File: src/rtl/cu_pkg.sv
// Shared definitions for the multi-cycle RV32I control unit: state codes,
// opcodes, ALU operation codes, mux-select encodings, trap causes and the
// ALU operation decode helper.
package cu_pkg;

    // State register codes (kept as plain vectors for legacy tooling).
    typedef logic [2:0] state_e;
    localparam state_e S_IDLE   = 3'd0;
    localparam state_e S_FETCH  = 3'd1;
    localparam state_e S_DECODE = 3'd2;
    localparam state_e S_EXEC   = 3'd3;
    localparam state_e S_MEM    = 3'd4;
    localparam state_e S_WB     = 3'd5;
    localparam state_e S_TRAP   = 3'd6;

    localparam logic [6:0] OPC_LOAD   = 7'b0000011;
    localparam logic [6:0] OPC_OP_IMM = 7'b0010011;
    localparam logic [6:0] OPC_STORE  = 7'b0100011;
    localparam logic [6:0] OPC_OP     = 7'b0110011;
    localparam logic [6:0] OPC_LUI    = 7'b0110111;
    localparam logic [6:0] OPC_BRANCH = 7'b1100011;
    localparam logic [6:0] OPC_JALR   = 7'b1100111;
    localparam logic [6:0] OPC_JAL    = 7'b1101111;

    typedef enum logic [3:0] {
        ALU_ADD  = 4'd0,
        ALU_SUB  = 4'd1,
        ALU_AND  = 4'd2,
        ALU_OR   = 4'd3,
        ALU_XOR  = 4'd4,
        ALU_SLL  = 4'd5,
        ALU_SRL  = 4'd6,
        ALU_SRA  = 4'd7,
        ALU_SLT  = 4'd8,
        ALU_SLTU = 4'd9
    } alu_op_e;

    localparam logic [2:0] IMM_I = 3'd0;
    localparam logic [2:0] IMM_S = 3'd1;
    localparam logic [2:0] IMM_B = 3'd2;
    localparam logic [2:0] IMM_U = 3'd3;
    localparam logic [2:0] IMM_J = 3'd4;

    localparam logic [1:0] RES_ALU = 2'd0;
    localparam logic [1:0] RES_MEM = 2'd1;
    localparam logic [1:0] RES_PC4 = 2'd2;
    localparam logic [1:0] RES_IMM = 2'd3;

    localparam logic [1:0] PC_PLUS4  = 2'd0;
    localparam logic [1:0] PC_TARGET = 2'd1;
    localparam logic [1:0] PC_ALU    = 2'd2;

    localparam logic [1:0] CAUSE_NONE    = 2'd0;
    localparam logic [1:0] CAUSE_ILLEGAL = 2'd1;
    localparam logic [1:0] CAUSE_IMEM_TO = 2'd2;
    localparam logic [1:0] CAUSE_DMEM_TO = 2'd3;

    // SUB exists only for register-register ops (bit 30 of an OP-IMM add is
    // part of the immediate); SRA/SRAI are selected by bit 30 for both.
    function automatic alu_op_e alu_decode(input logic [2:0] funct3,
                                           input logic       funct7_5,
                                           input logic       is_op);
        alu_op_e op;
        case (funct3)
            3'b000:  op = (is_op && funct7_5) ? ALU_SUB : ALU_ADD;
            3'b001:  op = ALU_SLL;
            3'b010:  op = ALU_SLT;
            3'b011:  op = ALU_SLTU;
            3'b100:  op = ALU_XOR;
            3'b101:  op = funct7_5 ? ALU_SRA : ALU_SRL;
            3'b110:  op = ALU_OR;
            default: op = ALU_AND;
        endcase
        return op;
    endfunction

    function automatic logic opcode_legal(input logic [6:0] opc);
        return (opc == OPC_LOAD) || (opc == OPC_OP_IMM) || (opc == OPC_STORE) ||
               (opc == OPC_OP)   || (opc == OPC_LUI)    || (opc == OPC_BRANCH) ||
               (opc == OPC_JALR) || (opc == OPC_JAL);
    endfunction

endpackage

File: src/rtl/cu_mem_if.sv
// Memory-side handshake bundle of the control unit.
//   imem_req / imem_ready / instr            : instruction fetch
//   mem_req / mem_write / datamem_control /
//   dmem_ready                               : data access
// master = control unit, slave = memory subsystem.
interface cu_mem_if;
    logic        imem_req;
    logic        imem_ready;
    logic [31:0] instr;
    logic        mem_req;
    logic        mem_write;
    logic [2:0]  datamem_control;
    logic        dmem_ready;

    modport master (
        output imem_req, mem_req, mem_write, datamem_control,
        input  imem_ready, instr, dmem_ready
    );

    modport slave (
        input  imem_req, mem_req, mem_write, datamem_control,
        output imem_ready, instr, dmem_ready
    );
endinterface

File: src/rtl/cu_branch_eval.sv
// Branch condition evaluation from funct3 and the ALU compare flags.
//   funct3               in   branch type
//   alu_zero/lt/ltu      in   flags of rs1 - rs2
//   taken                out  branch condition holds
//   illegal              out  funct3 010/011 (no such branch)
module cu_branch_eval (
    input  logic [2:0] funct3,
    input  logic       alu_zero,
    input  logic       alu_lt,
    input  logic       alu_ltu,
    output logic       taken,
    output logic       illegal
);
    always_comb begin
        taken   = 1'b0;
        illegal = 1'b0;
        case (funct3)
            3'b000:  taken = alu_zero;
            3'b001:  taken = !alu_zero;
            3'b100:  taken = alu_lt;
            3'b101:  taken = !alu_lt;
            3'b110:  taken = alu_ltu;
            3'b111:  taken = !alu_ltu;
            default: illegal = 1'b1;
        endcase
    end
endmodule

File: src/rtl/multicycle_control_unit.sv
// Multi-cycle RV32I control FSM. Sequences fetch/decode/execute/memory/
// writeback against ready-handshaked instruction and data memories and
// drives the datapath selects. A watchdog traps on memory stalls.
// Ports:
//   clk, rst_n                      clock, async active-low reset
//   mem (cu_mem_if.master)          instruction/data memory handshakes
//   alu_zero, alu_lt, alu_ltu       ALU flags, meaningful in EXEC
//   alu_control, alu_src, imm_src,
//   result_src, reg_write, pc_we,
//   pc_src                          datapath controls
//   trap, trap_cause                sticky trap flag and reason
//   cycle_cnt, instret_cnt          only with CU_PERF_CNT_EN defined
// Build option: CU_PERF_CNT_EN adds free-running performance counters.
//
// state  | meaning
// IDLE   | post-reset, one cycle, all outputs low
// FETCH  | imem_req high, waiting for imem_ready, IR loads on ready
// DECODE | legality check of IR
// EXEC   | ALU / branch / jump / LUI complete here; load/store form address
// MEM    | data access held stable until dmem_ready
// WB     | load data written to the register file
// TRAP   | absorbing; only trap/trap_cause driven
module multicycle_control_unit
    import cu_pkg::*;
#(
    parameter int ALUCTRL_W   = 4,
    parameter int MEM_TIMEOUT = 15,
    parameter int CNT_W       = 32
) (
    input  logic                 clk,
    input  logic                 rst_n,
    cu_mem_if.master             mem,
    input  logic                 alu_zero,
    input  logic                 alu_lt,
    input  logic                 alu_ltu,
    output logic [ALUCTRL_W-1:0] alu_control,
    output logic                 alu_src,
    output logic [2:0]           imm_src,
    output logic [1:0]           result_src,
    output logic                 reg_write,
    output logic                 pc_we,
    output logic [1:0]           pc_src,
    output logic                 trap,
    output logic [1:0]           trap_cause
`ifdef CU_PERF_CNT_EN
    ,
    output logic [CNT_W-1:0]     cycle_cnt,
    output logic [CNT_W-1:0]     instret_cnt
`endif
);
    localparam int TMR_W = (MEM_TIMEOUT < 2) ? 1 : $clog2(MEM_TIMEOUT);
    localparam logic [TMR_W-1:0] TMR_LOAD = TMR_W'((MEM_TIMEOUT > 0) ? MEM_TIMEOUT - 1 : 0);

    state_e           state_q, state_d;
    logic [6:0]       ir_opcode;
    logic [2:0]       ir_funct3;
    logic             ir_funct7_5;
    logic [TMR_W-1:0] tmr_q;
    logic             trap_q;
    logic [1:0]       cause_q, cause_d;
    logic             br_taken, br_illegal;
    logic             waiting, wdog_hit, decode_illegal, is_store, is_mem_op;
    alu_op_e          alu_op;
    logic             unused_instr;

    // Only opcode, funct3 and bit 30 steer control; the rest is datapath's.
    assign unused_instr = ^{mem.instr[31], mem.instr[29:15], mem.instr[11:7]};

    cu_branch_eval u_branch_eval (
        .funct3   (ir_funct3),
        .alu_zero (alu_zero),
        .alu_lt   (alu_lt),
        .alu_ltu  (alu_ltu),
        .taken    (br_taken),
        .illegal  (br_illegal)
    );

    assign is_store       = (ir_opcode == OPC_STORE);
    assign is_mem_op      = is_store || (ir_opcode == OPC_LOAD);
    assign decode_illegal = !opcode_legal(ir_opcode) ||
                            ((ir_opcode == OPC_BRANCH) && br_illegal);
    assign waiting        = ((state_q == S_FETCH) && !mem.imem_ready) ||
                            ((state_q == S_MEM)   && !mem.dmem_ready);
    // Timer is loaded with limit-1 on entry, so reaching zero while still
    // waiting marks the MEM_TIMEOUT-th stalled cycle. A ready in that cycle
    // takes priority in the next-state logic.
    assign wdog_hit       = (MEM_TIMEOUT != 0) && waiting && (tmr_q == '0);

    always_comb begin
        state_d = state_q;
        cause_d = CAUSE_NONE;
        case (state_q)
            S_IDLE:   state_d = S_FETCH;
            S_FETCH: begin
                if (mem.imem_ready) begin
                    state_d = S_DECODE;
                end else if (wdog_hit) begin
                    state_d = S_TRAP;
                    cause_d = CAUSE_IMEM_TO;
                end
            end
            S_DECODE: begin
                if (decode_illegal) begin
                    state_d = S_TRAP;
                    cause_d = CAUSE_ILLEGAL;
                end else begin
                    state_d = S_EXEC;
                end
            end
            S_EXEC:   state_d = is_mem_op ? S_MEM : S_FETCH;
            S_MEM: begin
                if (mem.dmem_ready) begin
                    state_d = is_store ? S_FETCH : S_WB;
                end else if (wdog_hit) begin
                    state_d = S_TRAP;
                    cause_d = CAUSE_DMEM_TO;
                end
            end
            S_WB:     state_d = S_FETCH;
            S_TRAP:   state_d = S_TRAP;
            default:  state_d = S_IDLE;
        endcase
    end

    always_ff @(posedge clk or negedge rst_n) begin
        if (!rst_n) begin
            state_q     <= S_IDLE;
            ir_opcode   <= '0;
            ir_funct3   <= '0;
            ir_funct7_5 <= 1'b0;
            tmr_q       <= '0;
            trap_q      <= 1'b0;
            cause_q     <= CAUSE_NONE;
        end else begin
            state_q <= state_d;
            if ((state_q == S_FETCH) && mem.imem_ready) begin
                ir_opcode   <= mem.instr[6:0];
                ir_funct3   <= mem.instr[14:12];
                ir_funct7_5 <= mem.instr[30];
            end
            if (state_d != state_q) begin
                tmr_q <= TMR_LOAD;
            end else if (waiting && (tmr_q != '0)) begin
                tmr_q <= tmr_q - TMR_W'(1);
            end
            if ((state_d == S_TRAP) && (state_q != S_TRAP)) begin
                trap_q  <= 1'b1;
                cause_q <= cause_d;
            end
        end
    end

    always_comb begin
        mem.imem_req        = 1'b0;
        mem.mem_req         = 1'b0;
        mem.mem_write       = 1'b0;
        mem.datamem_control = 3'd0;
        alu_op              = ALU_ADD;
        alu_src             = 1'b0;
        imm_src             = IMM_I;
        result_src          = RES_ALU;
        reg_write           = 1'b0;
        pc_we               = 1'b0;
        pc_src              = PC_PLUS4;
        case (state_q)
            S_FETCH: mem.imem_req = 1'b1;
            S_EXEC: begin
                case (ir_opcode)
                    OPC_OP: begin
                        alu_op    = alu_decode(ir_funct3, ir_funct7_5, 1'b1);
                        reg_write = 1'b1;
                        pc_we     = 1'b1;
                    end
                    OPC_OP_IMM: begin
                        alu_op    = alu_decode(ir_funct3, ir_funct7_5, 1'b0);
                        alu_src   = 1'b1;
                        reg_write = 1'b1;
                        pc_we     = 1'b1;
                    end
                    OPC_BRANCH: begin
                        alu_op  = ALU_SUB;
                        imm_src = IMM_B;
                        pc_we   = 1'b1;
                        pc_src  = br_taken ? PC_TARGET : PC_PLUS4;
                    end
                    OPC_JAL: begin
                        imm_src    = IMM_J;
                        result_src = RES_PC4;
                        reg_write  = 1'b1;
                        pc_we      = 1'b1;
                        pc_src     = PC_TARGET;
                    end
                    OPC_JALR: begin
                        alu_src    = 1'b1;
                        result_src = RES_PC4;
                        reg_write  = 1'b1;
                        pc_we      = 1'b1;
                        pc_src     = PC_ALU;
                    end
                    OPC_LUI: begin
                        imm_src    = IMM_U;
                        result_src = RES_IMM;
                        reg_write  = 1'b1;
                        pc_we      = 1'b1;
                    end
                    OPC_LOAD:  alu_src = 1'b1;
                    OPC_STORE: begin
                        alu_src = 1'b1;
                        imm_src = IMM_S;
                    end
                    default: ;
                endcase
            end
            S_MEM: begin
                // Address selects stay as in EXEC so the access is stable.
                mem.mem_req         = 1'b1;
                mem.mem_write       = is_store;
                mem.datamem_control = ir_funct3;
                alu_src             = 1'b1;
                imm_src             = is_store ? IMM_S : IMM_I;
                pc_we               = is_store && mem.dmem_ready;
            end
            S_WB: begin
                // Width/sign select kept for the load extender.
                mem.datamem_control = ir_funct3;
                result_src          = RES_MEM;
                reg_write           = 1'b1;
                pc_we               = 1'b1;
            end
            default: ;
        endcase
    end

    assign alu_control = ALUCTRL_W'(alu_op);
    assign trap        = trap_q;
    assign trap_cause  = cause_q;

`ifdef CU_PERF_CNT_EN
    always_ff @(posedge clk or negedge rst_n) begin
        if (!rst_n) begin
            cycle_cnt   <= '0;
            instret_cnt <= '0;
        end else begin
            if ((state_q != S_IDLE) && (state_q != S_TRAP)) begin
                cycle_cnt <= cycle_cnt + CNT_W'(1);
            end
            if (pc_we) begin
                instret_cnt <= instret_cnt + CNT_W'(1);
            end
        end
    end
`else
    localparam int unused_cnt_w = CNT_W;
`endif

endmodule

File: src/flat_wrapper.sv
// flat-port wrapper written by rule: the top's interface ports become plain ports
module multicycle_control_unit_flat import cu_pkg::*;
#(
    parameter int ALUCTRL_W   = 4,
    parameter int MEM_TIMEOUT = 15,
    parameter int CNT_W       = 32
)
  (clk, rst_n, alu_zero, alu_lt, alu_ltu, alu_control, alu_src, imm_src, result_src, reg_write, pc_we, pc_src, trap, trap_cause, mem_imem_req, mem_mem_req, mem_mem_write, mem_datamem_control, mem_imem_ready, mem_instr, mem_dmem_ready);
  cu_mem_if mem_i ();
  input  logic clk;
  input  logic rst_n;
  input  logic alu_zero;
  input  logic alu_lt;
  input  logic alu_ltu;
  output logic [ALUCTRL_W-1:0] alu_control;
  output logic alu_src;
  output logic [2:0] imm_src;
  output logic [1:0] result_src;
  output logic reg_write;
  output logic pc_we;
  output logic [1:0] pc_src;
  output logic trap;
  output logic [1:0] trap_cause;
  output wire logic [$bits(mem_i.imem_req)-1:0] mem_imem_req;
  output wire logic [$bits(mem_i.mem_req)-1:0] mem_mem_req;
  output wire logic [$bits(mem_i.mem_write)-1:0] mem_mem_write;
  output wire logic [$bits(mem_i.datamem_control)-1:0] mem_datamem_control;
  input wire logic [$bits(mem_i.imem_ready)-1:0] mem_imem_ready;
  input wire logic [$bits(mem_i.instr)-1:0] mem_instr;
  input wire logic [$bits(mem_i.dmem_ready)-1:0] mem_dmem_ready;
  assign mem_imem_req = mem_i.imem_req;
  assign mem_mem_req = mem_i.mem_req;
  assign mem_mem_write = mem_i.mem_write;
  assign mem_datamem_control = mem_i.datamem_control;
  assign mem_i.imem_ready = mem_imem_ready;
  assign mem_i.instr = mem_instr;
  assign mem_i.dmem_ready = mem_dmem_ready;
  multicycle_control_unit #(.ALUCTRL_W(ALUCTRL_W), .MEM_TIMEOUT(MEM_TIMEOUT), .CNT_W(CNT_W)) u_core (.clk(clk), .rst_n(rst_n), .mem(mem_i), .alu_zero(alu_zero), .alu_lt(alu_lt), .alu_ltu(alu_ltu), .alu_control(alu_control), .alu_src(alu_src), .imm_src(imm_src), .result_src(result_src), .reg_write(reg_write), .pc_we(pc_we), .pc_src(pc_src), .trap(trap), .trap_cause(trap_cause));
endmodule
File: config.mk
export PLATFORM = sky130hd
export DESIGN_NAME = multicycle_control_unit_flat
export DESIGN_NICKNAME = d
export VERILOG_FILES = /design/src/rtl/cu_pkg.sv /design/src/rtl/cu_mem_if.sv /design/src/rtl/cu_branch_eval.sv /design/src/rtl/multicycle_control_unit.sv /design/src/flat_wrapper.sv
export SDC_FILE = /design/constraint.sdc
export NUM_CORES = 1
export LEC_CHECK = 0
export CORE_MARGIN = 1.5
export CORE_UTILIZATION = 35
export DETAILED_ROUTE_END_ITERATION = 16
export PLACE_DENSITY_LB_ADDON = 0.3
export SLEW_MARGIN = 5
export SYNTH_ARGS = -nofsm -noshare
export SYNTH_HDL_FRONTEND = slang
export SYNTH_SLANG_ARGS = --single-unit
File: constraint.sdc
create_clock -name clk -period 2.62 [get_ports clk]
set_input_delay 0.524 -clock clk [delete_from_list [all_inputs] [get_ports clk]]
set_output_delay 0.524 -clock clk [all_outputs]
set_load 0.01 [all_outputs]
**The metal 3 layer**

The bar under the picture is 20 um long.
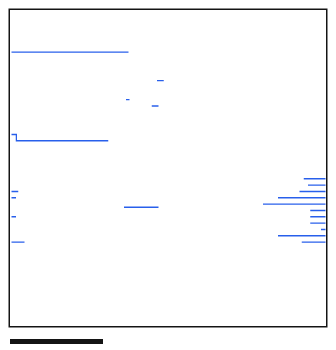
The wires run mostly horizontal. The layer carries 122 um of wire. The longest straight run is 24.8 um. 18 nets have wire on it. The layer holds 3.3% of the routed length.
met3 Resource Use GR: 2.63%
DR vias: 1371

**Close-up of the layout**

Window x 14 to 54, y 0 to 40 um. Cells in gray, sequential cells in the stronger gray; small squares are vias.
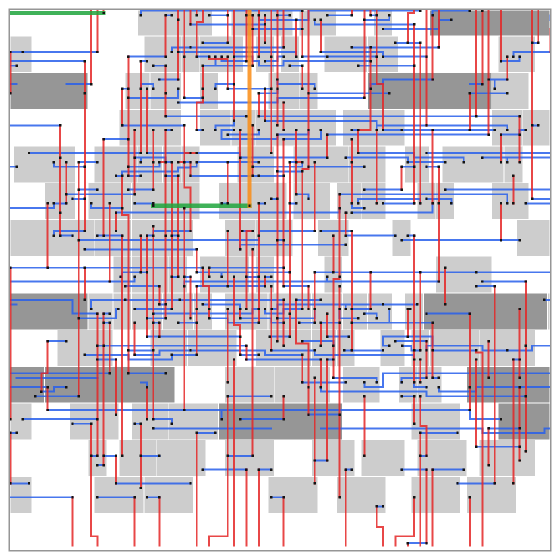
Key: orange = met4; red = met2; green = met3; blue = met1
113 logic cells have their middle in the window. Most frequent: clkdlybuf4s50_1 (15), nand2_1 (13), buf_4 (10). Netlist names of flops here include u_core.ir_opcode (3), u_core.ir_funct3 (2), u_core.state_q (2). Sequential cells in the window: 8.

==> results.toml <==
# generated from flow reports
[placed_design]
pre_cts_slack_ns = 0.0814
portBuffers = 40
gp_congestion = 0.884
post-dp-hpwl_um = 2760

[critical_path]
worstPathMaxFanout = 5
cp-start-kind = "flop"
cp.arrival_ns = 2.08

[grt]
grt_use_total_pct = 17.2
use_met1_pct = 24.1
grt_max_degree = 22
grt_pass1_wl_um = 6050
antenna_found_initial = 0

[floorplanning]
die_y_um = 67.9
io_pins = 62
rows = 23
fp_util_pct = 36.6

[status]
status = "finished, final reports clean"

[yosys]
synthesis.nets = 200
avgSynthCellArea_um2 = 9.26
ff_type = "dfrtp_1"
yosys.stat.seqShare_pct = 35.7
async_flop_share_pct = 100
simple_gate_area_share_pct = 30.5
synth_cell_type_count = 49

[cts]
numClockSinks = 21
root_buffer = "clkbuf_8"
numCtsBuffers = 3
path_clk_slew_ns = 0.08

[power_and_ir_drop]
netSwitchingPower_w = 0.000853
p_per_area_nw_per_um2 = 979
power_w = 0.00207

[final_layout]
final_layout_top_logic_cells = "34 x clkdlybuf4s50_1, 20 x buf_4, 19 x dfrtp_1"
diodes = 0
num-nets-final = 255
final_util_pct = 52.4

[drt]
routed_wirelength_um = 3690
drtAntennaViolNets = 0
viasPerCell = 5.21

[worst_hold_path]
hold_class = "flop to flop"

[timing]
max_freq_mhz = 384
fin_skew_ns = 0.00222
rsz0062_at_grt = "true"
==> final cells by class <==
type                    instances  area, um2  area share [%]
multi-input cells             122        910            43.1
flip-flops and latches         21        528            25.0
well taps                      50       62.6            2.97
repair buffers                 59        538            25.5
clock buffers                   4       45.0            2.14
inverters                       7       26.3            1.25
==> path summary, 6_finish.rpt <==
kind	slack, ns	cells after the start	end	start
min in group asynchronous	0.60	2	u_core.ir_funct7_5	rst_n
max in group asynchronous	1.79	2	u_core.ir_opcode[6]	rst_n
worst min register to register	0.49	1	u_core.trap	u_core.trap
worst max-delay path	0.01	4	imm_src[1]	u_core.ir_opcode[3]
worst max register to register	0.53	7	u_core.trap_cause[0]	u_core.tmr_q[0]
worst min-delay path	0.49	1	u_core.trap	u_core.trap
==> registers in the layout, summed over array words and instances, names as in the netlist <==
| signal | count |
|---|---|
| u_core.ir_funct3 | 3 |
| u_core.trap | 1 |
| u_core.state_q | 3 |
| u_core.tmr_q | 4 |
| u_core.ir_funct7_5 | 1 |
| u_core.ir_opcode | 7 |
| u_core.trap_cause | 2 |
==> worst max-delay path: cells and delay by family (launching register included) <==
kind                   cells  cell delay (ns)
flip-flops                 1             0.42
AND/OR/NAND/NOR            3             0.88
buffers and inverters      1             0.53
==> timing repair <==
item,in CTS,in global routing
hold buffers,0,0
cloned,0,0
endpoints found under the setup margin,11,7
setup buffers,5,0
pin swaps,1,1
resized,12,3
endpoints found under the hold margin,0,0
==> power groups by stage <==
stage,Sequential (W),Clock (W),Combinational [W]
after global routing,0.000649,0.000238,0.00133
after floorplan,0.000554,0,0.000831
after detailed placement,0.000625,0,0.00115
after CTS,0.000620,0.000227,0.00121
after global placement,0.000618,0,0.00114
final,0.000623,0.000220,0.00122
No activity file was given, so power comes from the tool's default toggle rates.
